Figure 1. Routing congestion map.
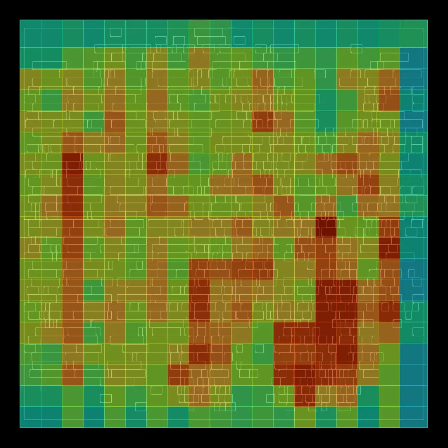
Figure 2. Cells colored by class.
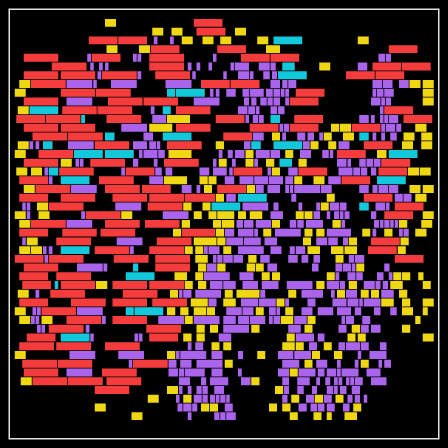
Figure 3. I/O nets highlighted.
Scale bar: 50 um.
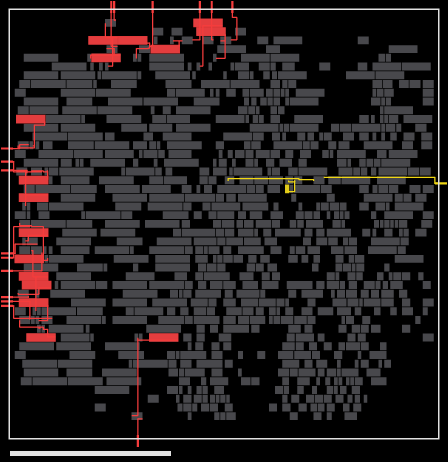
==> config.mk <==
export PLATFORM = sky130hd
export DESIGN_NAME = writeback_unit
export DESIGN_NICKNAME = d
export VERILOG_FILES = /design/src/rtl/writeback_unit.sv
export SDC_FILE = /design/constraint.sdc
export NUM_CORES = 1
export LEC_CHECK = 0
export CAP_MARGIN = 10
export CORE_UTILIZATION = 40
export DETAILED_ROUTE_END_ITERATION = 6
export PLACE_DENSITY = 0.64
export SYNTH_ARGS = -nofsm -noshare
export SYNTH_HDL_FRONTEND = slang
export SYNTH_SLANG_ARGS = --single-unit
==> constraint.sdc <==
create_clock -name clk -period 2.55 [get_ports clk]
set_clock_uncertainty 0.1 [all_clocks]
set_input_delay 0.51 -clock clk [delete_from_list [all_inputs] [get_ports clk]]
set_output_delay 0.51 -clock clk [all_outputs]
set_load 0.02 [all_outputs]
==> out/metrics.csv <==
metric;value;unit
post-synthesis cell count from yosys;568;
initial detailed-routing violation count;302;
number of OpenROAD warnings;36;
count of synthesis-stage warnings from yosys;0;
cell depth of the worst hold path;2;
setup repair after global routing missed its margin;true;
DPL Wire Length;12900;um
leading register cell type out of synthesis;sky130_fd_sc_hd__edfxtp_1;
fraction of final layout cells sized beyond drive strength 1;34.1;%
Cell Pwr Density;1320;nW/um2
area fraction in mux cells;12.4;%
total standard cell area after synthesis;6890;um2
run status;complete, but fails checks;
adder and majority cell fraction of the synthesized area;2.18;%
number of non-filler instances in the completed layout;1003;
endpoint required time on the critical path;1.94;ns
reg-to-reg setup timing slack;0.57;ns
MaxCap Viol Count;0;
pin count of the biggest net entering global routing;29;
Post-Synthesis Net Count;604;
weighted congestion at the end of routability-driven global placement;0.899;
Async SR Flop Fraction;40.3;%
min setup slack post-route;-0.578;ns
critical path class;reg2out;
Crit Path Max Fanout;8;
DRT Wirelength;18300;um
first-pass GRT wire length;29100;um
Period minus WS final;3.13;ns
detailed-route wire length per cell;18.2;um
first-pass detailed-route iteration total;4;
sequential area share after synthesis;54.5;%
Setup Buffers After CTS;16;
category of the worst setup path launch point;flop;
Total Neg Setup Slack;-7.98;ns
met1 routing resource usage after global routing;28.4;%
TritonCTS sink count;134;
violated checks;setup timing;
worst hold path type;reg2reg;
vias per std cell;5.30;
number of hold violations in the final report;0;
number of cells produced by synthesis;568;
insertion delay of the later-clocked pin in the worst-skew pair;0.42;ns
chip footprint;17700;um2
global-route congestion overflow total;0;
leakage power summed over all cells;3.91;nW
CTS-repair resized insts;137;
chip area line of the yosys report;6890;um2
TritonCTS Buffers;17;
Clock Tree Buf Depth;2;
vias in the first global route;5452;
area fraction in and, or, nand and nor cells;15.7;%
setup-violating endpoint count in the final report;16;
Inst Count DP;952;
fin nets;806;
About Figure 1:
Most Used Layer, Global Route: met2
overall routing resource usage: 21.6%

About Figure 2:
color	class	cells
red	flip-flops	134
purple	all other logic	408
yellow	other buffers and delay cells	209
cyan	clock drivers and dummy loads	32
total non-filler cell area in the finished layout: 9700 um2
core area: 16,700 um2

About Figure 3:
color	port	bits	direction	end cells	buffers	wire
red	destVal	16	output	16	16	421 um
yellow	exReady	1	output	1	2	73.1 um
# IOs: 82
count of port buffers added during placement: 81

==> synth_stat cells, types with 4 or more instances <==
library cell,instances,area [um2]
sky130_fd_sc_hd__nor3b_1,4,30.0
sky130_fd_sc_hd__a21oi_1,8,40.0
sky130_fd_sc_hd__nand4_1,11,68.8
sky130_fd_sc_hd__inv_1,17,63.8
sky130_fd_sc_hd__nor2b_1,10,62.6
sky130_fd_sc_hd__o211ai_1,5,37.5
sky130_fd_sc_hd__buf_6,6,67.6
sky130_fd_sc_hd__edfxtp_1,80,2400
sky130_fd_sc_hd__xnor2_1,16,140
sky130_fd_sc_hd__buf_2,7,35.0
sky130_fd_sc_hd__and3_1,6,37.5
sky130_fd_sc_hd__clkbuf_1,10,37.5
sky130_fd_sc_hd__dfrtp_1,54,1350
sky130_fd_sc_hd__o22ai_1,5,31.3
sky130_fd_sc_hd__o21ai_0,15,75.1
sky130_fd_sc_hd__o221ai_1,6,52.6
sky130_fd_sc_hd__nand2_1,83,312
sky130_fd_sc_hd__nor3_1,15,75.1
sky130_fd_sc_hd__a211oi_1,4,30.0
sky130_fd_sc_hd__nor2_1,35,131
sky130_fd_sc_hd__nand2b_1,9,56.3
sky130_fd_sc_hd__xor2_1,8,70.1
sky130_fd_sc_hd__mux4_2,24,541
sky130_fd_sc_hd__a22oi_1,13,97.6
sky130_fd_sc_hd__or2_2,4,25.0
sky130_fd_sc_hd__nand3_1,20,100
sky130_fd_sc_hd__mux2i_1,14,140
sky130_fd_sc_hd__and2_1,6,37.5
sky130_fd_sc_hd__mux2_2,11,124
sky130_fd_sc_hd__ha_1,12,150
==> per-stage QoR <==
step	worst slack, ns	power (mW)	cell area [um2]
2_1_floorplan	-0.0367	6.82	6890
3_3_place_gp	-0.705	9.68	8700
3_5_place_dp	-0.690	9.75	8700
4_1_cts	-0.584	12.6	9560
5_1_grt	-0.642	13.5	9700
6_report	-0.578	12.8	9700
==> worst max-delay path: stages (launching register included) <==
cell	delay, ns
sky130_fd_sc_hd__dfrtp_4	0.52
sky130_fd_sc_hd__buf_8	0.16
sky130_fd_sc_hd__buf_6	0.11
sky130_fd_sc_hd__mux4_2	0.46
sky130_fd_sc_hd__nand2b_4	0.18
sky130_fd_sc_hd__or3_1	0.31
sky130_fd_sc_hd__o211a_1	0.13
sky130_fd_sc_hd__o221ai_2	0.06
sky130_fd_sc_hd__buf_4	0.17
==> routing by layer <==
metal  vias to the layer above  wire [um]
met3                        26        851
met1                      2612       8130
met2                       141       8970
met5                         -          0
li1                       2539          -
met4                         0        343
==> cell type report <==
type                            count  area (um2)
Timing Repair Buffer              209        1870
Inverter                           17        63.8
Sequential cell                   134        3760
Multi-Input combinational cell    391        3190
Clock buffer                       17         425
Clock inverter                     15         119
Fill cell                        1394        7000
Tap cell                          220         275
==> kinds of logic (layout without fill, tap and decap cells) <==
kind of cell	after synthesis	in the layout
flip-flops	134	134
AND/OR/NAND/NOR	220	220
adder cells (fa/ha/maj)	12	12
multiplexers	52	52
buffers and inverters	43	258
AND-OR/OR-AND	83	83
XOR/XNOR	24	24
==> power breakdown <==
part,switching (mW),internal (mW)
combinational,3.83,3.60
sequential,0.326,2.79
clock,1.00,1.26
Power is estimated from default activity; no workload was simulated.
